<file path="src/rtl/efuse_pkg.sv">
// Shared types and constants for the efuse access arbiter.
// Imported by the arbiter top and its round-robin helper.
package efuse_pkg;

    typedef enum logic [2:0] {
        S_BOOT,
        S_IDLE,
        S_WAIT_DONE,
        S_ACK,
        S_GAP,
        S_DRAIN
    } state_t;

    localparam int LOCK_BIT_DEF = 31;
    localparam int REQ_BOOT     = 0;
    localparam int REQ_HOST     = 1;

endpackage

</file>
<file path="src/rtl/efuse_rr_arb.sv">
// Two-way round-robin arbiter.
// The pointer holds the last winner and moves only on advance.
module efuse_rr_arb
    import efuse_pkg::*;
(
    input  logic       clk,
    input  logic       rst,
    input  logic [1:0] req,
    input  logic       advance,
    output logic       gnt_idx
);

    logic ptr;

    always_comb begin
        gnt_idx = ptr;
        case (req)
            2'b01:   gnt_idx = 1'(REQ_BOOT);
            2'b10:   gnt_idx = 1'(REQ_HOST);
            2'b11:   gnt_idx = ~ptr;
            default: gnt_idx = ptr;
        endcase
    end

    // Reset pointer at the host port so the boot port wins the first tie.
    always_ff @(posedge clk or posedge rst) begin
        if (rst) begin
            ptr <= 1'(REQ_HOST);
        end else if (advance) begin
            ptr <= gnt_idx;
        end
    end

endmodule

</file>
<file path="src/rtl/efuse_access_arbiter.sv">
// Shares one efuse_controller port between boot and host requesters,
// runs the boot read, keeps a shadow word and enforces lock and timeout.
module efuse_access_arbiter
    import efuse_pkg::*;
#(
    parameter int M        = 32,
    parameter int TIMEOUT  = 4096,
    parameter int LOCK_BIT = LOCK_BIT_DEF
) (
    input  logic           clk_div2,
    input  logic           rst,
    input  logic [1:0]     req,
    input  logic [1:0]     req_wr,
    input  logic [2*M-1:0] req_wdata,
    output logic [1:0]     gnt,
    output logic [1:0]     rsp_valid,
    output logic           rsp_err,
    output logic [M-1:0]   rsp_rdata,
    output logic [M-1:0]   shadow,
    output logic           boot_done,
    output logic           err_sticky,
    output logic           lock,
    output logic           efc_rd,
    output logic           efc_wr,
    output logic           efc_ack,
    output logic [M-1:0]   efc_data_in,
    input  logic [M-1:0]   efc_data_out,
    input  logic           efc_rd_done,
    input  logic           efc_wr_done
);

    localparam int CW = $clog2(TIMEOUT + 1);

    state_t        state;
    logic [CW-1:0] cnt;
    logic          owner;
    logic          op_wr;
    logic          op_boot;

    logic [1:0]    req_m;
    logic          adv;
    logic          win;
    logic [1:0]    win_oh;
    logic [1:0]    owner_oh;
    logic [M-1:0]  wdata_w;
    logic          done;

    // A requester still holds req in the cycle its gnt is visible.
    assign req_m    = req & ~gnt;
    assign adv      = (state == S_IDLE) && (|req_m);
    assign done     = efc_rd_done | efc_wr_done;
    assign lock     = shadow[LOCK_BIT];
    assign win_oh   = win ? 2'b10 : 2'b01;
    assign owner_oh = owner ? 2'b10 : 2'b01;
    assign wdata_w  = win ? req_wdata[REQ_HOST*M +: M]
                          : req_wdata[REQ_BOOT*M +: M];

    efuse_rr_arb u_arb (
        .clk     (clk_div2),
        .rst     (rst),
        .req     (req_m),
        .advance (adv),
        .gnt_idx (win)
    );

    always_ff @(posedge clk_div2 or posedge rst) begin
        if (rst) begin
            state       <= S_BOOT;
            cnt         <= '0;
            owner       <= 1'b0;
            op_wr       <= 1'b0;
            op_boot     <= 1'b0;
            gnt         <= '0;
            rsp_valid   <= '0;
            rsp_err     <= 1'b0;
            rsp_rdata   <= '0;
            shadow      <= '0;
            boot_done   <= 1'b0;
            err_sticky  <= 1'b0;
            efc_rd      <= 1'b0;
            efc_wr      <= 1'b0;
            efc_ack     <= 1'b0;
            efc_data_in <= '0;
        end else begin
            gnt       <= '0;
            rsp_valid <= '0;
            rsp_err   <= 1'b0;
            efc_rd    <= 1'b0;
            efc_wr    <= 1'b0;
            efc_ack   <= 1'b0;
            unique case (state)
                S_BOOT: begin
                    efc_rd  <= 1'b1;
                    op_boot <= 1'b1;
                    op_wr   <= 1'b0;
                    cnt     <= '0;
                    state   <= S_WAIT_DONE;
                end
                S_IDLE: begin
                    if (adv) begin
                        gnt     <= win_oh;
                        owner   <= win;
                        op_boot <= 1'b0;
                        op_wr   <= req_wr[win];
                        cnt     <= '0;
                        if (req_wr[win] && lock) begin
                            rsp_valid <= win_oh;
                            rsp_err   <= 1'b1;
                        end else if (req_wr[win]) begin
                            efc_wr      <= 1'b1;
                            efc_data_in <= wdata_w;
                            state       <= S_WAIT_DONE;
                        end else begin
                            efc_rd <= 1'b1;
                            state  <= S_WAIT_DONE;
                        end
                    end
                end
                S_WAIT_DONE: begin
                    if (done) begin
                        efc_ack <= 1'b1;
                        if (!op_wr) begin
                            shadow    <= efc_data_out;
                            rsp_rdata <= efc_data_out;
                        end
                        if (op_boot) begin
                            boot_done <= 1'b1;
                        end else begin
                            rsp_valid <= owner_oh;
                        end
                        state <= S_ACK;
                    end else if (cnt == CW'(TIMEOUT - 1)) begin
                        err_sticky <= 1'b1;
                        if (op_boot) begin
                            boot_done <= 1'b1;
                        end else begin
                            rsp_valid <= owner_oh;
                            rsp_err   <= 1'b1;
                        end
                        state <= S_DRAIN;
                    end else begin
                        cnt <= cnt + 1'b1;
                    end
                end
                S_ACK: begin
                    efc_data_in <= '0;
                    state       <= S_GAP;
                end
                S_GAP: begin
                    state <= S_IDLE;
                end
                S_DRAIN: begin
                    // Late completion of a timed-out op is acked and dropped.
                    if (done) begin
                        efc_ack <= 1'b1;
                        state   <= S_ACK;
                    end
                end
                default: begin
                    state <= S_BOOT;
                end
            endcase
        end
    end

endmodule

</file>
<file path="config.mk">
export PLATFORM = sky130hd
export DESIGN_NAME = efuse_access_arbiter
export DESIGN_NICKNAME = d
export VERILOG_FILES = /design/src/rtl/efuse_pkg.sv /design/src/rtl/efuse_rr_arb.sv /design/src/rtl/efuse_access_arbiter.sv
export SDC_FILE = /design/constraint.sdc
export NUM_CORES = 1
export LEC_CHECK = 0
export CORE_MARGIN = 4
export CORE_UTILIZATION = 38
export CTS_CLUSTER_SIZE = 10
export DETAILED_ROUTE_END_ITERATION = 12
export MAX_ROUTING_LAYER = met4
export PLACE_DENSITY = 0.81
export SKIP_LAST_GASP = 1
export SYNTH_ARGS = -nofsm -noshare
export SYNTH_HDL_FRONTEND = slang
export SYNTH_HIERARCHICAL = 1
export SYNTH_SLANG_ARGS = --single-unit
</file>
<file path="constraint.sdc">
create_clock -name clk_div2 -period 2.73 [get_ports clk_div2]
set_clock_uncertainty 0.15 [all_clocks]
set_input_delay 0.273 -clock clk_div2 [delete_from_list [all_inputs] [get_ports clk_div2]]
set_output_delay 0.273 -clock clk_div2 [all_outputs]
set_load 0.05 [all_outputs]
</file>
**Placement by cell class**

(2 px per um)
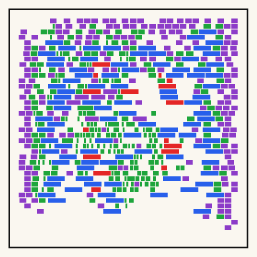
other buffers and delay cells -> purple  # cells 222
combinational and other logic -> green  # cells 254
clock drivers and dummy loads -> red  # cells 16
flops -> blue  # cells 94
Seq area share: 33.57%
fin util: 58.61%

**Clock nets**

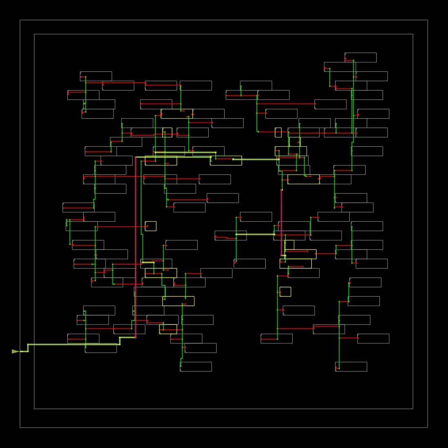
flop count: 94
# clock sinks: 94
Clock group: 1.17 mW
clk latency late pin: 0.33 ns

==> stage by stage <==
stage,hold WS [ns],instance area [sq um],setup WS (ns),util (%)
after floorplan,0.01270,4631,0.4043,-
after global placement,0.3100,6725,0.2623,56.22
after detailed placement,0.3028,6725,0.09975,56.22
after CTS,0.2211,7010,0.4474,58.61
after global routing,0.2318,7010,0.3233,58.61
final,0.2226,7010,0.4120,58.61
==> registers in the layout, indices dropped and copies added, names as in the netlist <==
register and count:
err_sticky 1, u_arb/ptr 1, boot_done 1, op_wr 1, efc_data_in 32, state 3
rsp_err 1, rsp_valid 2, efc_ack 1, efc_wr 1, shadow 32, cnt 13
gnt 2, op_boot 1, owner 1, efc_rd 1
==> final timing paths <==
path                                         to  slack, ns  cells past startpoint  startpoint
worst max-delay path            efc_data_in[28]       0.41                      7      req[0]
worst min-delay path                  u_arb/ptr       0.22                      2         rst
worst max register to register       shadow[11]       0.46                      4    state[2]
worst min register to register       err_sticky       0.31                      1  err_sticky
max in group asynchronous            shadow[12]       1.56                      3         rst
min in group clk_div2                err_sticky       0.31                      1  err_sticky
==> report_power, final <==
| part | internal, mW | switching [mW] |
|---|---|---|
| registers | 1.98 | 0.467 |
| clock network | 0.647 | 0.521 |
| logic | 2.19 | 4.00 |
==> routing by layer <==
layer  routed length [um]  global-route usage, %
met1                 5267                  22.35
met2                 6361                  31.01
met3                 1010                  5.359
met4                  137                  4.396
met5                    0                      -
==> kinds of logic after synthesis <==
logic type,Yosys count,share of synthesized area [%]
multiplexers,100,22.50
flip-flops,94,50.87
AND/OR/NAND/NOR,88,9.681
buffers and inverters,65,8.950
AND-OR/OR-AND,53,7.734
adder cells (fa/ha/maj),1,0.2704
==> synthesized netlist by cell type, types with 2 or more instances <==
cell type | n | area share, %
and2_1 | 2 | 0.27
o31ai_1 | 10 | 1.6
nand4b_1 | 2 | 0.38
nand2_1 | 45 | 3.7
a211oi_1 | 2 | 0.32
mux2i_1 | 68 | 15
buf_4 | 33 | 5.4
mux2_2 | 30 | 7.3
a31oi_1 | 7 | 0.95
or3_1 | 3 | 0.41
o21ai_0 | 10 | 1.1
inv_1 | 12 | 0.97
o22ai_1 | 2 | 0.27
clkbuf_1 | 12 | 0.97
dfrtp_1 | 93 | 50
nor2_1 | 11 | 0.89
and4_1 | 2 | 0.38
nor3_4 | 2 | 0.70
nand4_1 | 7 | 0.95
buf_6 | 6 | 1.5
mux2_1 | 2 | 0.49
o32ai_1 | 3 | 0.57
or2_2 | 2 | 0.27
a21oi_1 | 9 | 0.97
nand3_1 | 3 | 0.32
==> worst max-delay path, stage by stage <==
cell and delay (ns):
clkdlybuf4s50_1 0.47, nor2b_1 0.50, mux2i_4 0.18, mux2i_1 0.26, nor3_4 0.28, buf_12 0.21
mux2i_1 0.23
==> cell type report <==
| class | count | share of cell area (%) |
|---|---|---|
| Clock inverter | 6 | 0.6604 |
| Multi-Input combinational cell | 242 | 26.70 |
| Clock buffer | 10 | 3.409 |
| Tap cell | 147 | 2.624 |
| Inverter | 12 | 0.6961 |
| Sequential cell | 94 | 33.57 |
| Timing Repair Buffer | 222 | 32.34 |
==> reports/qor.csv <==
stage,metric,value,unit
worst_setup_path,WP data required,2.82,ns
floorplan,DIE AREA,14010,sq um
clock_tree,CTS root buffer,clkbuf_16,
sta,final setup fails,0,
sta,worst slew pin tran,1.085,ns
floorplan,DIE HEIGHT,118.3,um
worst_setup_path,Crit Path Max Fanout,16,
routing,DRT iter0 DRCs,218,
run,max-cap violation count,0,
global_route,largest net degree at the start of global routing,37,
sta,"Hold Vio Cnt, Final",0,
floorplan,die width,118.3,um
placed_design,post-placement cell count,717,
placed_design,GPL Wtd Cong,0.8440,
synth,Syn Area/Cell,11.54,sq um
cells_and_area,Multi-input gate area,1872,sq um
global_route,initial antenna violation count,0,
cells_and_area,Area growth syn-to-layout,51.51,%
synth,ys flop type,dfrtp_1,
synth,Synth Net Count,506,
synth,asr flop ratio synth,100.0,%
synth,Ys Warns,6,
hold_path,Worst Hold Class,input port to async pin,
synth,Yosys chip area,4627,sq um
cells_and_area,Final #Nets,686,
sta,TNS Setup,0,ns
placed_design,PortBufs,210,
synth,ys cells,401,
synth,post-synthesis sequential area ratio,50.87,%
power_and_ir_drop,pwr/cell area,1399,nW/um^2
run,stage-log warning count,26,
power_and_ir_drop,Max VDD drop,597.7,uV
synth,ys flops,94,
power_and_ir_drop,LEAKAGE,2.934,nW
routing,Antenna Nets Post-Route,0,
cells_and_area,register area,2354,sq um
clock_tree,"Setup Fix Bufs, Post-CTS",0,
cells_and_area,Inserted Diodes,0,
floorplan,Core Rows,40,
cells_and_area,share of cells above drive strength 1,11.95,%
cells_and_area,Commonest Layout Cell,clkdlybuf4s50_1,
clock_tree,TritonCTS clock tree,built,
global_route,GRT Total Usage,18.59,%
placed_design,post-DP HPWL,9862,um
global_route,total grt overflow,0,
routing,Avg Vias per Cell,5.142,
cells_and_area,dominant logic cell types in the final layout,"clkdlybuf4s50_1 (210), dfrtp_1 (93), mux2i_1 (67)",
routing,vias,3769,
power_and_ir_drop,total power,9.807,mW
global_route,number of global-route vias before repair,4011,
synth,synthesized area,4627,sq um
synth,Syn Inst Count,401,
floorplan,# IOs,211,
sta,fin crit period,2.318,ns
cells_and_area,Layout Cells excl Fill,733,
clock_tree,CTS buffer count,9,
sta,Final Cycle Share,84.91,%
worst_setup_path,Startpoint Class,input port,
worst_setup_path,endpoint class of the critical path,flop,
sta,achievable frequency,431.4,MHz
clock_tree,Clock Tree Buf Depth,2,
clock_tree,CTS H-tree lvls,3,
routing,1st-pass router iterations,6,
clock_tree,clk slew on worst S/H paths,0.07,ns
routing,Routed WL per cell,17.43,um
floorplan,starting density of the core,38.68,%
synth,Distinct lib cells used,48,
worst_setup_path,Worst Setup Path Type,input port to flop,
sta,Final Max-Slew Violation Tally,0,
synth,number of enable flip-flop cells,0,
sta,Max-slew headroom,27.65,%
cells_and_area,fill count,1019,
global_route,first-pass GRT wire length,20560,um
routing,residual DRC count,0,
sta,unrepaired setup endpoints after global routing,false,
clock_tree,hold_buf cts,0,
floorplan,CORE AREA,11960,sq um
status,status,"complete, no violations",
worst_setup_path,Crit path arrival time,2.41,ns
clock_tree,# resized after CTS,0,
routing,DRT Wirelength,12780,um
Power is estimated from default activity; no workload was simulated.
